--- src/rtl/drop_policy_ctrl.sv ---
// Periodic pass/drop decision generator with shadowed period config
// and saturating decision statistics.
module drop_policy_ctrl #(
   parameter int CNT_W  = 8,
   parameter int STAT_W = 16
) (
   input  logic              clk_lookup,
   input  logic              rst,
   input  logic              cfg_enable,
   input  logic [CNT_W-1:0]  cfg_pass_cnt,
   input  logic [CNT_W-1:0]  cfg_drop_cnt,
   input  logic              cfg_load,
   input  logic              stat_clr,
   input  logic              pkt_valid,
   output logic              tuple_out_drop_or_not_input_VALID,
   output logic              tuple_out_drop_or_not_input_DATA,
   output logic [STAT_W-1:0] stat_dropped,
   output logic [STAT_W-1:0] stat_passed,
   output logic [1:0]        state_o
);

   typedef enum logic [1:0] {
      ST_DIS  = 2'b00,
      ST_PASS = 2'b01,
      ST_DROP = 2'b10
   } state_t;

   state_t            state_q, state_d;
   logic [CNT_W-1:0]  cnt_q, cnt_d;
   logic [CNT_W-1:0]  pass_a_q, drop_a_q;
   logic [CNT_W-1:0]  pass_s_q, drop_s_q;
   logic              pend_q;

   logic [CNT_W-1:0]  pass_s_eff, drop_s_eff;
   logic [CNT_W-1:0]  pass_b, drop_b;
   logic              pend_eff;
   logic              bound;
   logic              pass_term, drop_term;
   logic              drop_dec;
   logic              valid_q, data_q;

   // A load in the boundary cycle itself must already be visible there.
   assign pass_s_eff = cfg_load ? cfg_pass_cnt : pass_s_q;
   assign drop_s_eff = cfg_load ? cfg_drop_cnt : drop_s_q;
   assign pend_eff   = cfg_load | pend_q;

   // Values in force after a boundary, whether or not one happens.
   assign pass_b = pend_eff ? pass_s_eff : pass_a_q;
   assign drop_b = pend_eff ? drop_s_eff : drop_a_q;

   assign pass_term = (cnt_q == pass_a_q - CNT_W'(1));
   assign drop_term = (cnt_q == drop_a_q - CNT_W'(1));

   function automatic state_t pick(input logic [CNT_W-1:0] p,
                                   input logic [CNT_W-1:0] d);
      if (p != '0)
         return ST_PASS;
      else if (d != '0)
         return ST_DROP;
      else
         return ST_DIS;
   endfunction

   always_ff @(posedge clk_lookup or posedge rst) begin
      if (rst) begin
         state_q <= ST_DIS;
         cnt_q   <= '0;
      end else begin
         state_q <= state_d;
         cnt_q   <= cnt_d;
      end
   end

   always_comb begin
      state_d = state_q;
      cnt_d   = cnt_q;
      bound   = 1'b0;
      if (!cfg_enable) begin
         state_d = ST_DIS;
         cnt_d   = '0;
      end else begin
         unique case (state_q)
            ST_DIS: begin
               bound   = 1'b1;
               cnt_d   = '0;
               state_d = pick(pass_b, drop_b);
            end
            ST_PASS: begin
               if (pkt_valid) begin
                  if (pass_term) begin
                     cnt_d = '0;
                     if (drop_a_q != '0) begin
                        state_d = ST_DROP;
                     end else begin
                        // No drop phase: this pass ends the period.
                        bound   = 1'b1;
                        state_d = pick(pass_b, drop_b);
                     end
                  end else begin
                     cnt_d = cnt_q + CNT_W'(1);
                  end
               end
            end
            ST_DROP: begin
               if (pkt_valid) begin
                  if (drop_term) begin
                     cnt_d   = '0;
                     bound   = 1'b1;
                     state_d = pick(pass_b, drop_b);
                  end else begin
                     cnt_d = cnt_q + CNT_W'(1);
                  end
               end
            end
            default: begin
               state_d = ST_DIS;
               cnt_d   = '0;
            end
         endcase
      end
   end

   always_comb begin
      drop_dec = (state_q == ST_DROP);
      state_o  = state_q;
   end

   always_ff @(posedge clk_lookup or posedge rst) begin
      if (rst) begin
         pass_s_q <= '0;
         drop_s_q <= '0;
         pass_a_q <= '0;
         drop_a_q <= '0;
         pend_q   <= 1'b0;
      end else begin
         if (cfg_load) begin
            pass_s_q <= cfg_pass_cnt;
            drop_s_q <= cfg_drop_cnt;
         end
         if (bound && pend_eff) begin
            pass_a_q <= pass_s_eff;
            drop_a_q <= drop_s_eff;
            pend_q   <= 1'b0;
         end else if (cfg_load) begin
            pend_q   <= 1'b1;
         end
      end
   end

   always_ff @(posedge clk_lookup or posedge rst) begin
      if (rst) begin
         valid_q <= 1'b0;
         data_q  <= 1'b0;
      end else begin
         valid_q <= pkt_valid;
         data_q  <= pkt_valid & drop_dec;
      end
   end

   always_ff @(posedge clk_lookup or posedge rst) begin
      if (rst) begin
         stat_dropped <= '0;
         stat_passed  <= '0;
      end else if (stat_clr) begin
         stat_dropped <= '0;
         stat_passed  <= '0;
      end else if (pkt_valid) begin
         if (drop_dec && stat_dropped != '1)
            stat_dropped <= stat_dropped + STAT_W'(1);
         if (!drop_dec && stat_passed != '1)
            stat_passed <= stat_passed + STAT_W'(1);
      end
   end

   assign tuple_out_drop_or_not_input_VALID = valid_q;
   assign tuple_out_drop_or_not_input_DATA  = data_q;

endmodule

--- config.mk ---
export PLATFORM = sky130hd
export DESIGN_NAME = drop_policy_ctrl
export DESIGN_NICKNAME = d
export VERILOG_FILES = /design/src/rtl/drop_policy_ctrl.sv
export SDC_FILE = /design/constraint.sdc
export NUM_CORES = 1
export LEC_CHECK = 0
export CORE_MARGIN = 1.5
export CORE_UTILIZATION = 45
export DETAILED_ROUTE_END_ITERATION = 10
export HOLD_SLACK_MARGIN = 0.06
export PLACE_DENSITY_LB_ADDON = 0.12
export SYNTH_ARGS = -nofsm -noshare
export SYNTH_HDL_FRONTEND = slang
export SYNTH_SLANG_ARGS = --single-unit
export TNS_END_PERCENT = 20
--- constraint.sdc ---
create_clock -name clk_lookup -period 7 [get_ports clk_lookup]
set_input_delay 2.1 -clock clk_lookup [delete_from_list [all_inputs] [get_ports clk_lookup]]
set_output_delay 2.1 -clock clk_lookup [all_outputs]
set_load 0.01 [all_outputs]
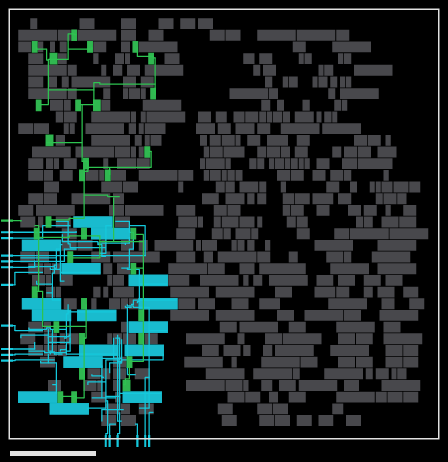
Run 1: port wiring
Bar = 20 um.
| port | colour | bits | direction | end cells | buffers | wire |
|---|---|---|---|---|---|---|
| `stat_clr` | green | 1 | input | 32 | 2 | 317 um |
| `stat_passed` | cyan | 16 | output | 16 | 16 | 641 um |
PortBufs: 57
I/O pins: 58

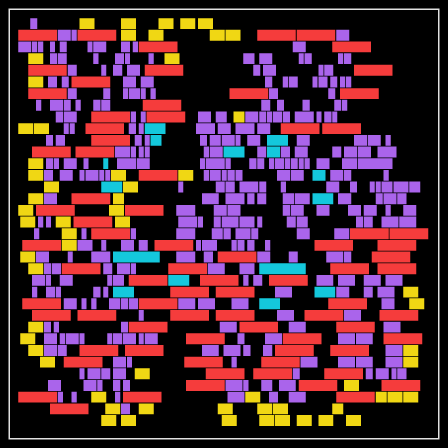
Run 1: placement by cell class
| class | colour | cells |
|---|---|---|
| all other logic | purple | 325 |
| flops | red | 77 |
| other buffers and delay cells | yellow | 61 |
| clock drivers and dummy loads | cyan | 15 |
Core ar.: 9150 um^2
post-layout util: 55.7%
# rows: 35
post-route cell area: 5100 um^2
Seq area share: 37.8%

==> run summary, run 1 <==
flow finished, numbers: run status=complete, no violations, clock transition at the registers of the reported paths=~80 ps, Slew Limit Fails=0, and+or+nand+nor area frac=20.8%, dominant register cell=dfrtp_1, Adder Share, Synth=roughly 2.7%, mux frac, synth=about a tenth, Slew headroom=a little over a third, P_leak=2.09 nW, antenna viol nets, final=0, hpwl dp=6.48 mm, hold slack=~520 ps, most frequent logic cell in the layout=dfrtp_1, Syn Std Cell Area=4210 um^2, vias in the first global route=3206, FP Util=46.0%, CP max FO=26, Initial DRC Count=about 85, aggregate global routing overflow=0, AO/OA Area Share=a little under 9%, CP startpoint kind=primary input, yosys stat cell total=approximately 420, Max clock buf depth=2, DR vias=~3200, final setup TNS=0 ps, Vias/cell=~5.5, Top cells excl fill/tap=dfrtp_1 (77), clkdlybuf4s50_1 (57), nor2_1 (48), clock root buffer=clkbuf_8, yosys warns=0, critical path data required time=~7300 ps, max_cap viols=0, PwrDens=278 nW/um^2, Top logic family=simple AND/OR/NAND/NOR gates, min cycle time layout=4310 ps, chip height=99.7 um, clk sinks=roughly 77, Post-DP Area=approximately 4900 um^2, drt total wl=around 9.2 mm, Placer Congestion=a little over 0.8, flip-flops with a built-in enable=0, Final Hold Fails=0, Hold Path Class=flop to flop, Seq/Total Area, Yosys=~46%, worst reg-to-reg setup slack=approximately 4300 ps, r2r endpoint=cnt_q[7], n_diodes=0, Max Freq=approximately 0.23 GHz, CTS Buf Count=9, post-CTS setup buffers=0, layout cells sized above 1=under 10%, Mapped Nets=approximately 450, Crit Reg-Reg Startpoint=pass_a_q[0], peak supply drop=0.116 mV, Worst Setup End Kind=flop, Yosys cell types=63, pin count of the biggest net entering global routing=45, r2r worst-path depth=9, Die W=roughly 100 um, Worst EP arrival=roughly 4600 ps, xor+xnor area frac=a little under a tenth, # setup viols final=0, Worst-Skew Late Latency=340 ps, tool warnings=29, die area=between 9000 and 10000 um^2, initial antenna violation count=0, Setup CP Type=primary input to flop, layout net count=between 500 and 600, asr flop ratio synth=100%, worst slew pin tran=960 ps, area added between synthesis and finish=21.0%, # DRC=0
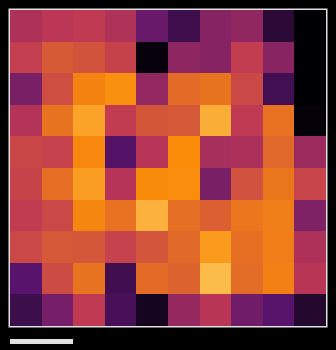
Run 1: cell area per tile
Bar = 20 um. The die is cut into 10 by 10 equal tiles; black is low, pale yellow is high, 0 to 100% covered.
emptiest ninth of the die: upper right
mean over tiles: 50%
tiles over 75% full: 8.0%
fullest tile: 85%
nearly empty tiles: 5.0%

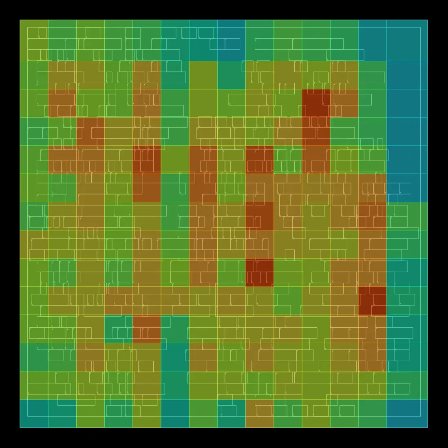
Run 1: track usage over the die
WL/cell: 15.6 um
met2 Use GR: 34.5%
GRT Total Usage: 20.1%
met1 GRT Util: 25.3%

-- run 1: sequential cells by signal (all words and copies together), names as in the netlist --
| register | cells |
|---|---|
| stat_dropped | 16 |
| stat_passed | 16 |
| cnt_q | 8 |
| drop_a_q | 8 |
| drop_s_q | 8 |
| pass_a_q | 8 |
| pass_s_q | 8 |
| state_o | 2 |
| pend_q | 1 |
| tuple_out_drop_or_not_input_DATA | 1 |
| tuple_out_drop_or_not_input_VALID | 1 |
-- run 1: routing by layer --
metal  vias up  GRT usage, %  wire (um)
met1      1568          25.3       4070
li1       1594             -          -
met2        46          34.5       4720
met4         0          3.58         46
met5         -             0          0
met3         7          5.90        362
-- run 1: synthesized netlist by cell type, types with 3 or more instances --
master	n	area share [%]
dfrtp_1	77	46
nor2_1	48	4.3
nand2_1	31	2.8
xor2_1	28	5.8
nand3_1	19	2.3
mux2_1	16	4.3
mux2_2	16	4.3
xnor2_1	15	3.1
inv_1	14	1.2
clkbuf_1	11	0.98
nand4_1	11	1.6
nor3_1	11	1.3
a21oi_1	10	1.2
ha_1	9	2.7
o21ai_0	8	0.95
nor4_1	7	1.0
o21ai_1	6	0.71
and4_1	5	1.0
or3_1	5	0.74
mux2i_1	4	0.95
nand2b_1	4	0.59
nor2b_1	4	0.59
a311oi_1	3	0.62
and2_1	3	0.45
and3_1	3	0.45
nand3b_1	3	0.53
-- run 1: metrics by stage --
step | setup WS [ps] | std cells | power [mW]
global route | 2440 | 589 | 1.51
CTS | 2690 | 589 | 1.43
finish | 2690 | 589 | 1.42
floorplan | 2930 | 416 | 0.928
global placement | 2470 | 574 | 1.05
detailed placement | 2340 | 574 | 1.06
-- run 1: worst min path at each step --
stage	depth (start not counted)	slack (ps)	from	endpoint
after floorplan	1	480	pass_s_q[3]	pass_s_q[3]
after global placement	1	490	pass_s_q[3]	pass_s_q[3]
after detailed placement	1	500	drop_s_q[7]	drop_s_q[7]
after CTS	1	520	drop_s_q[7]	drop_s_q[7]
after global routing	1	540	drop_s_q[7]	drop_s_q[7]
final	1	520	drop_s_q[7]	drop_s_q[7]
-- run 1: cell families (layout without fill, tap and decap cells) --
| family | count (synthesis) | count (layout) |
|---|---|---|
| adders and majority gates | 9 | 9 |
| buffers and inverters | 28 | 90 |
| AOI/OAI and AO/OA | 54 | 54 |
| and+or+nand+nor | 168 | 168 |
| DFF | 77 | 77 |
| muxes | 36 | 36 |
| xor gates and xnor gates | 44 | 44 |
-- run 1: worst max-delay path: stages --
cell and delay [ps]:
clkdlybuf4s50_1 450, buf_4 270, mux2_2 400, a2111oi_0 430
a21oi_1 180, a221oi_1 270, o21ai_0 150, a21bo_1 190
mux2i_1 130
-- run 1: area by class of cell --
type	count	area [um^2]
tap	111	139
clock inverter	5	85.1
clock buffer	10	128
sequential	77	1930
timing repair buffer	61	601
inverter	14	52.6
fill	845	4060
multi-input combinational	311	2160
-- run 1: power by group --
part | switching [mW] | leakage [nW] | internal [mW]
Sequential | 0.0993 | 0.997 | 0.515
Combinational | 0.222 | 0.994 | 0.213
Clock | 0.166 | 0.103 | 0.201
## Run 2: what changed since run 1
clock period = 3.9 ns   (was 7 ns; I/O delays follow)
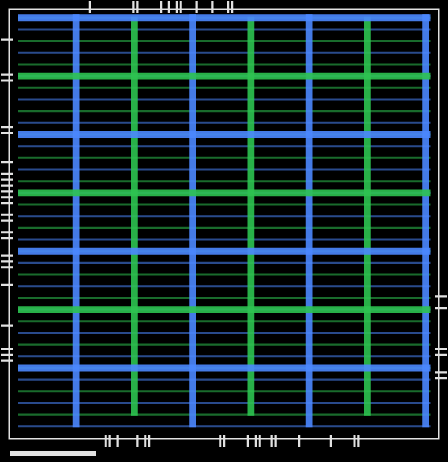
Run 2: power grid
Bar = 20 um. Pins as bars on the die edge.
| net | colour |
|---|---|
| VDD | green |
| VSS | blue |
met4 straps: 7
met5 straps: 7
rows: 35
signal pins: 58

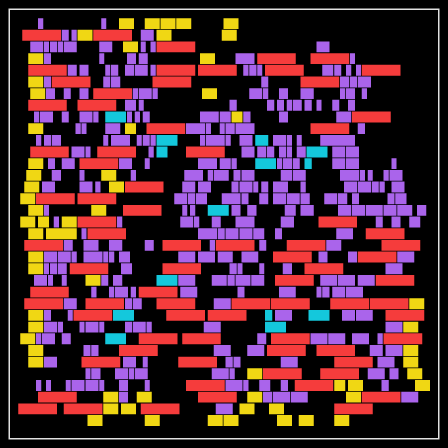
Run 2: placement by cell class
| class | colour | cells |
|---|---|---|
| flops | red | 77 |
| other buffers and delay cells | yellow | 62 |
| clock drivers and dummy loads | cyan | 14 |
| all other logic | purple | 325 |

==> run summary, run 2 <==
flow finished, numbers: Worst EP arrival=approximately 3500 ps, layout net count=between 500 and 600, antenna viol nets, final=0, worst slew pin tran=about 670 ps, post-CTS setup buffers=0, # rows=35, GRT Total Usage=between 20% and 30%, Min-Delay Startpoint=pass_s_q[7], # DRC=0, Initial DRC Count=~90, Die W=99.7 um, Hold Path Class=flop to flop, Core ar.=9150 um^2, PwrDens=about 480 nW/um^2, worst reg-to-reg setup slack=1120 ps, Top cells excl fill/tap=dfrtp_1 (77), clkdlybuf4s50_1 (57), nor2_1 (48), chip height=approximately 100 um, critical path data required time=~4200 ps, Seq/Total Area, Yosys=45.8%, die area=9950 um^2, most frequent logic cell in the layout=dfrtp_1, aggregate global routing overflow=0, max_cap viols=0, Mapped Nets=roughly 450, FP Util=a little under half, peak supply drop=approximately 0.21 mV, register area=between 1500 and 2000 um^2, area occupied by multi-input gates=approximately 2200 um^2, r2r worst-path depth=9, power consumption=approximately 2.4 mW, run status=complete, no violations, Cell area leaders=dfrtp_1 (46%), xor2_1 (5.8%), mux2_1 (4.3%), tool warnings=29, WL/cell=about 16 um, layout cells sized above 1=under 10%, # setup viols final=0, Yosys cell types=approximately 63, Slew headroom=a little over half, Syn Std Cell Area=~4200 um^2, CTS Buf Count=9, P_leak=approximately 2.1 nW, area share, top type=45.8%, Fill cells=813, most frequent cells after synthesis=dfrtp_1 (77), nor2_1 (48), nand2_1 (31), I/O pins=approximately 58, Vias/cell=5.54, top cell type by instance count after synthesis=dfrtp_1, vias in the first global route=about 3300, area added between synthesis and finish=20.4%, pin count of the biggest net entering global routing=78, initial antenna violation count=0
run 2: cell count changes in the layout (fill, tap and decap cells not counted), sizes merged:
cell and delta:
buf +1, bufinv -2, clkinv +2, inv -1
run 2: cells by family after synthesis:
group	synth area share, %
AND/OR/NAND/NOR	20.8
flip-flops	45.8
AND-OR/OR-AND	8.95
XOR/XNOR	9.48
multiplexers	9.51
buffers and inverters	2.82
adder cells (fa/ha/maj)	2.67
run 2: worst max-delay path, cell delays in order:
cell and delay [ps]:
clkdlybuf4s50_1 660, mux2_2 410, a2111oi_0 370, a21oi_1 160
a221oi_1 270, o21ai_0 130, a21bo_1 200, mux2i_1 120
run 2: worst max-delay path by stage:
stage	from	endpoint	slack, ps	cells past startpoint
floorplan	rst	cnt_q[0]	760	1
global placement	cfg_load	state_o[1]	390	8
detailed placement	cfg_load	state_o[1]	320	8
CTS	cfg_load	state_o[1]	700	8
global route	cfg_load	state_o[1]	470	8
finish	cfg_load	state_o[1]	700	8
run 2: metal layers:
| layer | part of all wire [%] | up-vias | GRT usage (%) |
|---|---|---|---|
| li1 | - | 1590 | - |
| met1 | 43 | 1585 | 25.3 |
| met2 | 50 | 79 | 34.3 |
| met3 | 5.3 | 10 | 6.04 |
| met4 | 1.1 | 0 | 4.77 |
| met5 | 0 | - | 0 |
run 2: power breakdown:
group	internal (mW)	leakage (nW)	switching (mW)
Clock	0.240	0.0840	0.294
Combinational	0.384	1.00	0.406
Sequential	0.924	0.997	0.173
Total	1.55	2.08	0.873
run 2: cell type report:
cell class	instances	share of cell area (%)
clock buffers	10	2.72
clock inverters	4	0.519
inverters	14	1.04
multi-input cells	311	42.7
flip-flops and latches	77	38.0
well taps	111	2.74
repair buffers	62	12.2
run 2: metrics by stage:
step	hold WS (ps)	instance area (um^2)	std cells	util [%]	worst slack (ps)
2_1_floorplan	480	4210	416	-	763
3_3_place_gp	497	4900	575	53.6	393
3_5_place_dp	500	4900	575	53.6	319
4_1_cts	517	5070	589	55.4	696
5_1_grt	540	5070	589	55.4	471
6_report	516	5070	589	55.4	696
Run 2, track usage over the die:
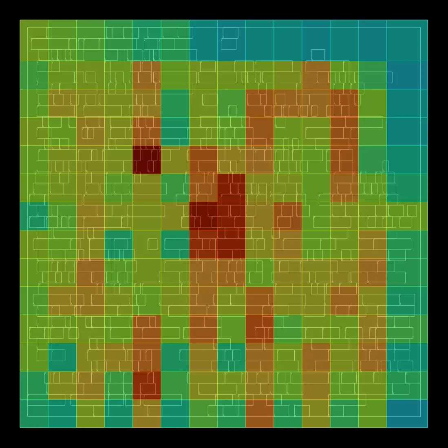

## Run 3: what changed since run 2
clock period = 3.08 ns   (was 3.9 ns; I/O delays follow)
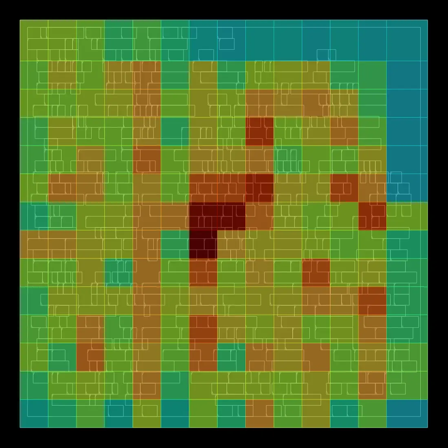
Run 3: track usage over the die
busiest grt layer: met2
WL/cell: 15.6 um
met3 usage: 5.48%
post-layout util: 57.6%
met1 GRT Util: 26.3%

==> run summary, run 3 <==
flow finished, numbers: run status=complete, no violations, cell taking the most area after synthesis=dfrtp_1, most frequent cells after synthesis=dfrtp_1 (77), nor2_1 (48), nand2_1 (31), top cell type by instance count after synthesis=dfrtp_1, die area=around 9900 um^2, Core ar.=approximately 9200 um^2, Top logic family=simple AND/OR/NAND/NOR gates, chip height=~100 um, GRT Total Usage=approximately a fifth, slowest stage delay, CP=about 590 ps, I/O pins=just under 60, worst slew pin tran=just under 600 ps, DR vias=3301, tool warnings=29, CTS Buf Count=9, layout cells sized above 1=between 10% and 20%, top flop regs=stat_dropped: 16 flops, stat_passed: 16 flops, top cell family by delay on the critical path=AND-OR/OR-AND gates, Max clock buf depth=2, Mapped Nets=roughly 450, Die W=between 90 and 100 um, initial antenna violation count=0, # setup viols final=0, Setup CP Type=primary input to flop, drt total wl=about 9.5 mm, Max Freq=between 0.3 and 0.4 GHz, Seq/Total Area, Yosys=about 46%, Worst Setup End Kind=flop, layout net count=~520, vias in the first global route=~3300, FP Util=between 40 and 50%, clk sinks=around 77, Worst-Skew Late Latency=between 300 and 400 ps, register area=approximately 1900 um^2, crit path buf inv count=1, flip-flops with a built-in enable=0, post-CTS setup buffers=0, placed insts=589, most frequent logic cell in the layout=dfrtp_1, Post-DP Area=approximately 5000 um^2, Worst EP arrival=3150 ps, critical path data required time=3360 ps, Slew headroom=about three fifths, Syn Std Cell Area=about 4200 um^2, CP startpoint kind=primary input, # rows=35, Slew Limit Fails=0, P_leak=approximately 2.2 nW, area added between synthesis and finish=25.3%, Place WS=-246 ps, Vias/cell=5.46, Cell area leaders=dfrtp_1 (46%), xor2_1 (5.8%), mux2_1 (4.3%), hpwl dp=roughly 7 mm, CP max FO=7, slowest CP cell=clkdlybuf4s50_1, min cycle time layout=2870 ps, Final Hold Fails=0, dominant register cell=dfrtp_1
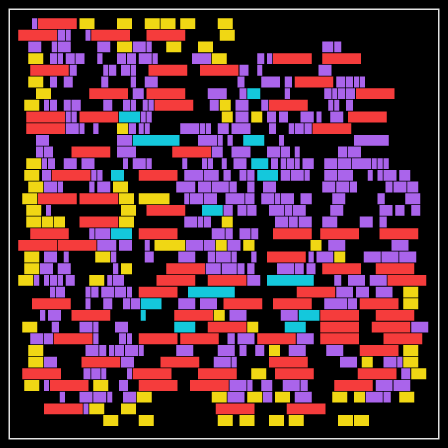
Run 3: placement by cell class
| class | colour | cells |
|---|---|---|
| other buffers and delay cells | yellow | 76 |
| flops | red | 77 |
| all other logic | purple | 325 |
| clock drivers and dummy loads | cyan | 16 |
post-route cell area: 5270 um^2
Seq area share: 36.5%

## run 3: cell counts after synthesis
No cell type changed its count.
## run 3: power by group
group / internal [mW] / leakage [nW] / switching, mW
Combinational: 0.515 / 1.08 / 0.518
Sequential: 1.17 / 0.997 / 0.226
Clock: 0.549 / 0.123 / 0.400
## run 3: final timing paths
check,startpoint,end,slack [ps],cells after the start
hold reg to reg,pass_s_q[6],pass_s_q[6],530,1
max in group asynchronous,rst,drop_a_q[0],1580,3
setup reg to reg,pass_a_q[0],pass_a_q[0],350,9
setup / recovery,cfg_load,state_o[1],210,8
hold / removal,pass_s_q[6],pass_s_q[6],530,1
min in group asynchronous,rst,stat_passed[13],930,2
## run 3: area by class of cell
class,instances,area share (%)
clock buffer,10,2.42
clock inverter,6,2.25
inverter,14,0.996
multi-input combinational,311,41.2
sequential,77,36.5
tap,111,2.63
timing repair buffer,76,14.0
## run 3: per-layer routing
layer | global-route usage, % | vias up | wire (um)
met5 | 0 | - | 0
met4 | 7.80 | 0 | 201
met3 | 5.48 | 18 | 427
met2 | 33.1 | 59 | 4540
met1 | 26.3 | 1598 | 4290
li1 | - | 1626 | -
## run 3: cell families (layout without fill, tap and decap cells)
kind of cell | count (synthesis) | in the layout
AND-OR/OR-AND | 54 | 54
XOR/XNOR | 44 | 44
adder cells (fa/ha/maj) | 9 | 9
buffers and inverters | 28 | 106
flip-flops | 77 | 77
multiplexers | 36 | 36
AND/OR/NAND/NOR | 168 | 168
## run 3: through the flow
| stage | power [mW] | setup TNS [ps] |
|---|---|---|
| after global routing | 3.58 | 0 |
| after floorplan | 2.11 | 0 |
| final | 3.38 | 0 |
| after global placement | 2.41 | -127 |
| after detailed placement | 2.44 | -1200 |
| after CTS | 3.40 | 0 |
Power is estimated from default activity; no workload was simulated.
